**src/rtl/adc_pipe_seq_ctrl.sv**
```systemverilog
// Conversion sequencer for a 3-stage 1.5-bit pipelined ADC: non-overlapping phi1/phi2,
// burst/continuous runs, pipeline flush, and latency-aligned code capture with a valid strobe.
module adc_pipe_seq_ctrl #(
    parameter int unsigned PH_CYC  = 8,
    parameter int unsigned GAP_CYC = 1,
    parameter int unsigned LATENCY = 2,
    parameter int unsigned NS_W    = 8
) (
    input  logic            clk_i,
    input  logic            reset_i,
    input  logic            start_i,
    input  logic            stop_i,
    input  logic [NS_W-1:0] nsamp_i,
    input  logic [2:0]      d_i,
    output logic            phi1_o,
    output logic            phi2_o,
    output logic            enc_rst_o,
    output logic            busy_o,
    output logic            valid_o,
    output logic [2:0]      data_o
);

    localparam int unsigned P    = 2 * (GAP_CYC + PH_CYC);
    localparam int unsigned PC_W = $clog2(P);
    localparam logic [PC_W-1:0] PC_LAST = PC_W'(P - 1);
    localparam logic [PC_W-1:0] PH1_LO  = PC_W'(GAP_CYC);
    localparam logic [PC_W-1:0] PH1_HI  = PC_W'(GAP_CYC + PH_CYC);
    localparam logic [PC_W-1:0] PH2_LO  = PC_W'(2 * GAP_CYC + PH_CYC);

    typedef enum logic [1:0] {IDLE, RUN, DRAIN} state_t;

    state_t             state, state_next;
    logic [PC_W-1:0]    pc, pc_next;
    logic [NS_W-1:0]    cnt, cnt_next, cnt_sat;
    logic [NS_W-1:0]    nsamp_q, nsamp_next;
    logic               stop_seen, stop_next, stop_hit;
    logic [LATENCY-1:0] tag, tag_next, tag_run, tag_drain;
    logic               period_end, emit;
    logic               phi1_d, phi2_d, enc_rst_d, busy_d;
    logic [2:0]         data_d;

    always_ff @(posedge clk_i or posedge reset_i) begin
        if (reset_i) begin
            state     <= IDLE;
            pc        <= '0;
            cnt       <= '0;
            nsamp_q   <= '0;
            stop_seen <= 1'b0;
            tag       <= '0;
            phi1_o    <= 1'b0;
            phi2_o    <= 1'b0;
            enc_rst_o <= 1'b1;
            busy_o    <= 1'b0;
            valid_o   <= 1'b0;
            data_o    <= '0;
        end else begin
            state     <= state_next;
            pc        <= pc_next;
            cnt       <= cnt_next;
            nsamp_q   <= nsamp_next;
            stop_seen <= stop_next;
            tag       <= tag_next;
            phi1_o    <= phi1_d;
            phi2_o    <= phi2_d;
            enc_rst_o <= enc_rst_d;
            busy_o    <= busy_d;
            valid_o   <= emit;
            data_o    <= data_d;
        end
    end

    // Tag shift written as a truncating cast so LATENCY=1 needs no special case.
    assign tag_run    = LATENCY'({tag, 1'b1});
    assign tag_drain  = LATENCY'({tag, 1'b0});
    assign period_end = (pc == PC_LAST);
    assign cnt_sat    = (cnt == '1) ? cnt : cnt + 1'b1;
    assign stop_hit   = stop_seen | stop_i;

    always_comb begin
        state_next = state;
        pc_next    = pc;
        cnt_next   = cnt;
        nsamp_next = nsamp_q;
        stop_next  = stop_seen;
        tag_next   = tag;
        emit       = 1'b0;
        case (state)
            IDLE: begin
                pc_next = '0;
                if (start_i) begin
                    nsamp_next = nsamp_i;
                    cnt_next   = '0;
                    stop_next  = 1'b0;
                    tag_next   = '0;
                    state_next = RUN;
                end
            end
            RUN: begin
                pc_next   = period_end ? '0 : pc + 1'b1;
                stop_next = stop_hit;
                if (period_end) begin
                    cnt_next  = cnt_sat;
                    stop_next = 1'b0;
                    tag_next  = tag_run;
                    emit      = tag[LATENCY-1];
                    if (((nsamp_q != '0) && (cnt_sat == nsamp_q)) || stop_hit)
                        state_next = DRAIN;
                end
            end
            DRAIN: begin
                pc_next = period_end ? '0 : pc + 1'b1;
                if (period_end) begin
                    tag_next = tag_drain;
                    emit     = tag[LATENCY-1];
                    if (tag_drain == '0)
                        state_next = IDLE;
                end
            end
            default: state_next = IDLE;
        endcase
    end

    // Outputs are decoded from the next state/pc so the registered phases line up with pc.
    always_comb begin
        enc_rst_d = (state_next == IDLE);
        busy_d    = ~enc_rst_d;
        phi1_d    = busy_d && (pc_next >= PH1_LO) && (pc_next < PH1_HI);
        phi2_d    = busy_d && (pc_next >= PH2_LO);
        data_d    = emit ? d_i : data_o;
    end

endmodule

```
**config.mk**
```make
export PLATFORM = sky130hd
export DESIGN_NAME = adc_pipe_seq_ctrl
export DESIGN_NICKNAME = d
export VERILOG_FILES = /design/src/rtl/adc_pipe_seq_ctrl.sv
export SDC_FILE = /design/constraint.sdc
export NUM_CORES = 1
export LEC_CHECK = 0
export ABC_AREA = 1
export CORE_ASPECT_RATIO = 2
export CORE_MARGIN = 8
export CORE_UTILIZATION = 50
export DETAILED_ROUTE_END_ITERATION = 10
export GPL_TIMING_DRIVEN = 0
export PLACE_DENSITY_LB_ADDON = 0.3
export SLEW_MARGIN = 5
export SYNTH_ARGS = -nofsm -noshare
export SYNTH_HDL_FRONTEND = slang
export SYNTH_SLANG_ARGS = --single-unit
export TNS_END_PERCENT = 1
```
**constraint.sdc**
```tcl
create_clock -name clk_i -period 2.7 [get_ports clk_i]
set_clock_uncertainty 0.1 [all_clocks]
set_input_delay 0.27 -clock clk_i [delete_from_list [all_inputs] [get_ports clk_i]]
set_output_delay 0.27 -clock clk_i [all_outputs]
set_load 0.05 [all_outputs]
```
==> results_slide.txt, run 1 <==
Synthesis and Place & Route Summary

Logic synthesis
  • Seq share, synth: 44.1%
  • Area leader share: 42.7%
  • Adder-Cell Fraction of Synth Area: 5.18%
  • Cell area after synthesis: 1930 µm²
  • Post-synth ARST share: 100%
  • Ys Warns: 0

Global route
  • Met1 usage: between 10% and 20%
  • Largest net degree at the start of global routing: 35
  • Initial antenna violation count: 0
  • Grt total ovfl: 0

Critical path
  • R2R depth: 7
  • Critical-path cell list: inv_1 -> ha_1 -> clkbuf_1 -> a21oi_1 -> and2_1 -> clkbuf_1 -> o21ai_0
  • Critical Path Start Type: register
  • Crit path max fanout: 9
  • Crit Path Class: reg2reg

Cells and area
  • # fillers: around 350
  • Layout clock buffer count: 5
  • Seq. cell area: 852 µm²
  • Layout cells sized above 1: 8.51%

Clock tree
  • Post-CTS Setup Repair Bufs: 0
  • CTS tree: done
  • Skew-Pair Late Insertion Delay: 290 ps
  • Num CTS Buffers: 5
  • # clock sinks: 34

Power and ir drop
  • Pint: 0.00133 W
  • Seq pwr share: 37.6%
  • Comb pwr: 0.000981 W

Timing
  • Fmax: 443 MHz
  • Slew Limit Fails: 0
  • # setup viols final: 0
  • Final worst path period share: 83.6%

Route
  • Drt wl/cell: ~12 µm
  • DR iter-0 viols: 46
  • Vias: between 1500 and 2000
  • Via/cell ratio: 5.02

Status
  • Status: finished, final reports clean

Placement
  • Post-DP HPWL: 3160 µm
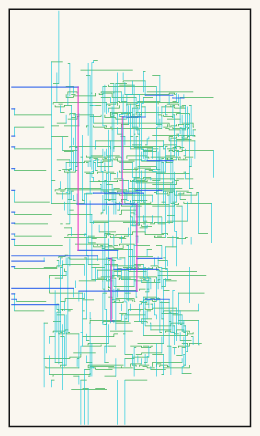
**Above:** run 1 (metal layers overlaid).
(4 px per µm)
metal 2 -> cyan  # wire length 1930 µm
metal 3 -> blue  # wire length 187 µm
metal 4 -> magenta  # wire length 100 µm
metal 1 -> green  # wire length 1720 µm

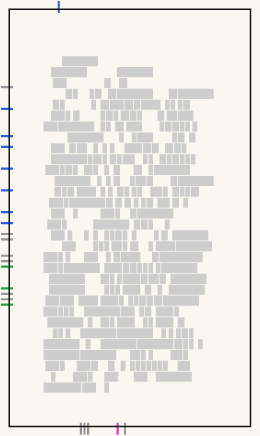
**Above:** run 1 (pin placement).
(4 px per µm) Pins as bars across the die edge, other pins in grey.
nsamp_i -> blue  # pins 8, direction input, edge 7 left, 1 top
data_o -> green  # pins 3, direction output, edge left
phi1_o -> magenta  # pins 1, direction output, edge bottom
all pins by edge = 17 left, 5 bottom, 1 top

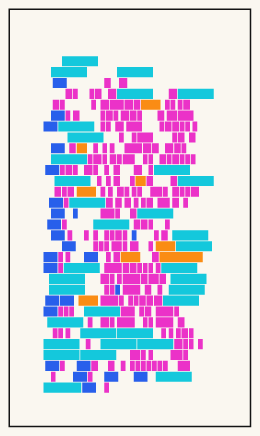
**Above:** run 1 (placed cells, one colour a class).
(4 px per µm)
clock drivers and dummy loads -> orange  # cells 8
combinational and other logic -> magenta  # cells 215
remaining buffers and delay cells -> blue  # cells 25
sequential cells -> cyan  # cells 34

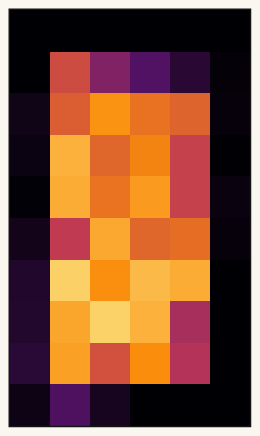
**Above:** run 1 (local utilization).
(4 px per µm) The die is cut into 6 by 10 equal tiles; black is low, pale yellow is high, 0 to 100% covered.
densest ninth of the die = middle
fullest tile = 90%
emptiest ninth of the die = top right
nearly empty tiles = 30%
mean over tiles = 36%

==> run 1 -> run 2 <==
==> constraint.sdc (replaced) <==
create_clock -name clk_i -period 2.15 [get_ports clk_i]
set_clock_uncertainty 0.1 [all_clocks]
set_input_delay 0.215 -clock clk_i [delete_from_list [all_inputs] [get_ports clk_i]]
set_output_delay 0.215 -clock clk_i [all_outputs]
set_load 0.05 [all_outputs]
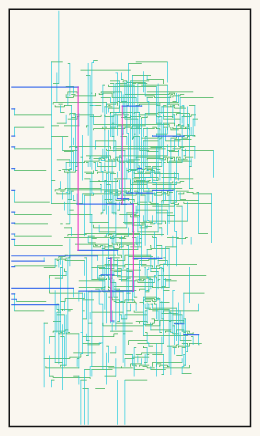
**Above:** run 2 (metal layers overlaid).
(4 px per µm)
metal 4 -> magenta  # wire length 103 µm
metal 2 -> cyan  # wire length 2140 µm
metal 1 -> green  # wire length 1850 µm
metal 3 -> blue  # wire length 165 µm

==> results_slide.txt, run 2 <==
Synthesis and Place & Route Summary

Critical path
  • Critical-path cell list: ha_4 -> nand2_2 -> nor2_4 -> nand2_4 -> nand2_4 -> nand2_2 -> nand2_1 -> nand3_1 -> nor2_1 -> nand3_1 -> nand2_1 -> nand2_2 -> nand2_1 -> nand2_1 -> nand2_2 -> a21oi_1
  • Origin of the critical flop-to-flop path: cnt[1]
  • R2R depth: 16
  • Crit path max fanout: 7
  • Crit Path Class: reg2reg

Global route
  • Met1 usage: 18.0%
  • Initial antenna violation count: 0
  • Largest net degree at the start of global routing: 35

Placement
  • Post-DP HPWL: roughly 3200 µm

Status
  • Status: complete, but fails checks
  • Failing checks: negative setup slack

Route
  • Drt wl/cell: 12.5 µm
  • Vias: 1731
  • Via/cell ratio: just over 5

Logic synthesis
  • Adder-Cell Fraction of Synth Area: ~5.2%
  • Seq share, synth: 44.1%
  • Area leader share: a little over two fifths
  • Ys Warns: 0
  • Post-synth ARST share: 100%
  • Cell area after synthesis: 1930 µm²

Clock tree
  • CTS tree: done
  • Post-CTS Setup Repair Bufs: 0
  • # clock sinks: 34
  • Skew-Pair Late Insertion Delay: 300 ps
  • Num CTS Buffers: 5

Cells and area
  • Layout cells sized above 1: 15.2%
  • Logic area: 977 µm²
  • # fillers: approximately 340
  • Commonest Layout Cell: nand2_1
  • Layout clock buffer count: 5

Power and ir drop
  • Seq pwr share: between 30% and 40%
  • Pint: 0.00175 W

Timing
  • Final worst path period share: 101%
  • Slew Limit Fails: 0
  • Fmax: 461 MHz
  • RSZ-0062 raised after global routing: true
  • # setup viols final: 3
  • Final WS setup: -20.8 ps
Power and IR drop assume default switching activity.
